### src/rtl/mult_pkg.sv
// Shared widths and operand/product types for the multiplier datapath.
// WIDTH is the operand width; PWIDTH is the full-precision product width.
package mult_pkg;

    localparam int WIDTH  = 32;
    localparam int PWIDTH = 2 * WIDTH;

    typedef logic signed [WIDTH-1:0]  operand_t;
    typedef logic signed [PWIDTH-1:0] product_t;

endpackage

### src/rtl/normal_multiplier_core.sv
// Combinational signed multiplier core built from shifted partial products.
// Ports: a, b (signed W-bit operands) -> p (exact signed 2*W-bit product).
module normal_multiplier_core
    import mult_pkg::*;
#(
    parameter int W = WIDTH
) (
    input  logic [W-1:0]   a,
    input  logic [W-1:0]   b,
    output logic [2*W-1:0] p
);

    logic [2*W-1:0] a_ext;
    logic [2*W-1:0] row;
    logic [2*W-1:0] acc;

    assign a_ext = {{W{a[W-1]}}, a};

    // Row i is the sign-extended multiplicand weighted by b[i]. The MSB
    // of b carries weight -2^(W-1), so its row is subtracted rather than
    // added. Rows are accumulated in a ripple chain.
    always_comb begin
        acc = '0;
        row = '0;
        for (int i = 0; i < W; i++) begin
            row = b[i] ? (a_ext << i) : '0;
            if (i == W - 1) begin
                acc = acc - row;
            end else begin
                acc = acc + row;
            end
        end
    end

    assign p = acc;

endmodule

### src/rtl/normal_multiplier.sv
// Two-stage pipelined signed WIDTH x WIDTH multiplier, one pair per clock.
// Ports: clk, rst (async high), in_valid/A/B in; out_valid/P (2*WIDTH) out.
module normal_multiplier #(
    parameter int WIDTH = mult_pkg::WIDTH
) (
    input  logic                 clk,
    input  logic                 rst,
    input  logic                 in_valid,
    input  logic [WIDTH-1:0]     A,
    input  logic [WIDTH-1:0]     B,
    output logic                 out_valid,
    output logic [2*WIDTH-1:0]   P
);

    logic [WIDTH-1:0]   a_q, a_d;
    logic [WIDTH-1:0]   b_q, b_d;
    logic               v1_q, v1_d;
    logic [2*WIDTH-1:0] p_q, p_d;
    logic               ov_q, ov_d;
    logic [2*WIDTH-1:0] core_p;

    normal_multiplier_core #(
        .W(WIDTH)
    ) u_core (
        .a(a_q),
        .b(b_q),
        .p(core_p)
    );

    // Operands and product only load on valid so X on idle inputs
    // never reaches P.
    always_comb begin
        a_d  = in_valid ? A : a_q;
        b_d  = in_valid ? B : b_q;
        v1_d = in_valid;
        p_d  = v1_q ? core_p : p_q;
        ov_d = v1_q;
    end

    always_ff @(posedge clk or posedge rst) begin
        if (rst) begin
            a_q  <= '0;
            b_q  <= '0;
            v1_q <= 1'b0;
            p_q  <= '0;
            ov_q <= 1'b0;
        end else begin
            a_q  <= a_d;
            b_q  <= b_d;
            v1_q <= v1_d;
            p_q  <= p_d;
            ov_q <= ov_d;
        end
    end

    assign out_valid = ov_q;
    assign P         = p_q;

endmodule

### config.mk
export PLATFORM = sky130hd
export DESIGN_NAME = normal_multiplier
export DESIGN_NICKNAME = d
export VERILOG_FILES = /design/src/rtl/mult_pkg.sv /design/src/rtl/normal_multiplier_core.sv /design/src/rtl/normal_multiplier.sv
export SDC_FILE = /design/constraint.sdc
export NUM_CORES = 2
export LEC_CHECK = 0
export ABC_AREA = 1
export ABC_CLOCK_PERIOD_IN_PS = 8900
export CAP_MARGIN = 20
export CORE_MARGIN = 2
export CORE_UTILIZATION = 66
export CTS_CLUSTER_SIZE = 14
export DETAILED_ROUTE_END_ITERATION = 8
export PLACE_DENSITY = 0.91
export SYNTH_ARGS = -nofsm -noshare
export SYNTH_HDL_FRONTEND = slang
export SYNTH_SLANG_ARGS = --single-unit
### constraint.sdc
create_clock -name clk -period 8.9 [get_ports clk]
set_input_delay 1.78 -clock clk [delete_from_list [all_inputs] [get_ports clk]]
set_output_delay 1.78 -clock clk [all_outputs]
set_load 0.005 [all_outputs]
**Placement view**

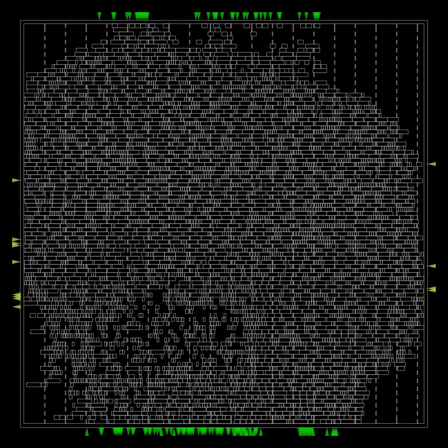
sequential share of cell area: 0.0649
Core Box Area: 71100 um^2

**Clock network drawn from the DEF**

Bar = 100 um.
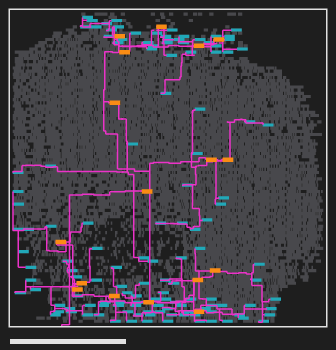
Key: cyan = flip-flops [count 130]; magenta = clock wires [length 3130 um]; orange = cells driving clock nets [count 17]
There are 18 routed clock nets.
clk_lat worst skew: 0.52 ns
skew final: 0.0308 ns

**Cells by drive strength**

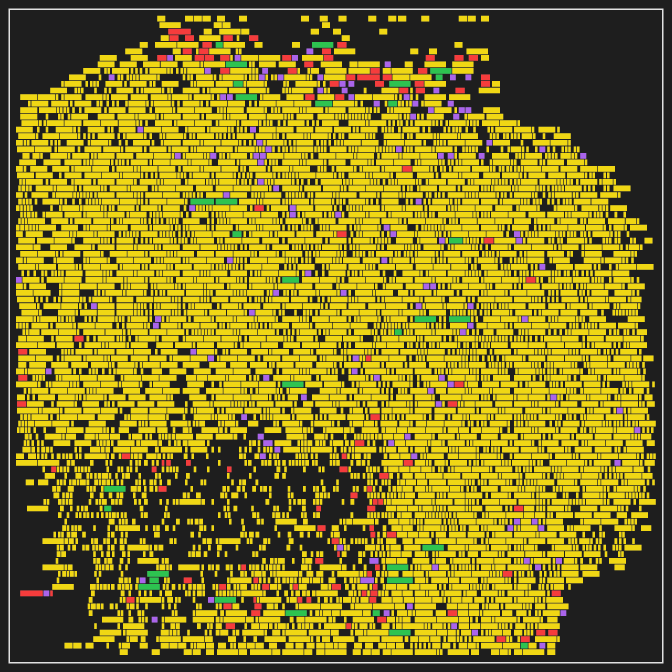
Key: purple = drive 3 to 4 [cells 122, share 2.2%, most used buf_4]; yellow = drive 1 or less [cells 5264, share 95%, most used inv_1]; red = drive 2 [cells 109, share 2.0%, most used mux2_2]; green = drive 6 and up [cells 32, share 0.58%, most used clkbuf_16]
Non-clk bufs: 248
cell area after layout: 50200 um^2
Area Overhead vs Synth: 6.32%
worst setup margin: 0.395 ns

**Sequential cells coloured by netlist name**

Bar = 100 um.
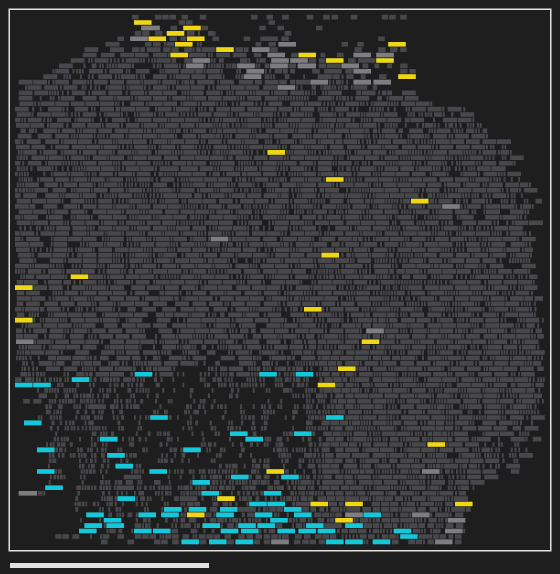
Key: yellow = b_q [placed flops 32]; cyan = P [placed flops 64]
final core utilization: 0.706
Register Area: 3260 um^2

**Signal metal coverage by tile**

27 x 27 tiles, from dark blue (low) to red (high), scaled to the fullest tile. Values are wire area over tile area, all layers added.
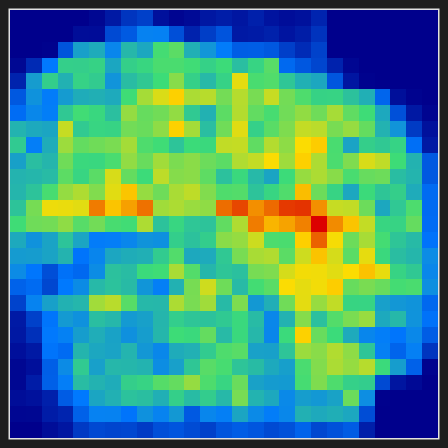
The mean over all tiles is 0.39. 34% of the tiles are over half the peak. The emptiest ninth of the die: north-east. The fullest tile reaches 0.99.
Avg WL per Cell: 23.4 um
final WL: 152000 um

==> run summary <==
Critical Path End Type: register
Post-DP HPWL: 121000 um
CP Data Arrival Time: 8.94 ns
yosys stat area: 47200 um^2
synth warn: 0
placed cells: 6444
Final setup viols: 0
Chip Area: 73700 um^2
Unique cell types: 39
share of cells above drive strength 1: 0.0476
Layout fillers: 4861
asr flop ratio synth: 1.00
Top cells excl fill/tap: inv_1 (1675), nand2_1 (1417), fa_1 (1286)
fin. max-slew vios: 0
chip width: 272 um
flip-flops with a built-in enable: 0
FP Rows: 98
tool warnings: 27
status: finished clean
required time worst endpoint: 9.33 ns
Synth Seq Share: 0.0689
Mapped Area: 47200 um^2
Post-Syn Area per Cell: 8.55 um^2
fmax: 118 MHz
Reg-to-Reg Start: b_q[1]
Synth top cell by count: inv_1
Clock Buffer Count: 17
Synth Flop Type: dfrtp_1
number of vias in the routed layout: 38175
WHS: 0.471 ns
R2R Setup Slk: 0.40 ns
TritonRoute pass-1 iters: 8
deepest clock path buffer count: 2
nets: 7046
Least-Margin Pin Slew: 1.15 ns
Setup crit end: P[40]
Place WS: 0.704 ns
critical path peak fanout: 14
Post-DP Area: 49600 um^2
Routed Antenna Nets: 0
Net Count, Synth: 7054
detailed-route DRC error count: 0
-- sequential cells by signal (all words and copies together), names as in the netlist --
signal	cells
P	64
a_q	32
b_q	32
out_valid	1
ov_d	1
-- layer usage --
layer,part of all wire,wire [um],up-vias,track usage
met5,0.00099,150,-,0.0116
li1,-,-,15242,-
met3,0.14,21000,1200,0.169
met1,0.30,45600,18704,0.486
met4,0.11,16000,6,0.357
met2,0.45,69000,3023,0.662
-- kinds of logic (layout without fill, tap and decap cells) --
group	after synthesis	after routing	synth area share
fa+ha+maj	1465	1465	0.592
compound gates	167	167	0.0198
simple gates	1716	1716	0.143
mux	62	62	0.0148
other cells	0	3	0
buf+inv	1955	1960	0.156
xor+xnor	27	27	0.00501
flops	130	130	0.0689
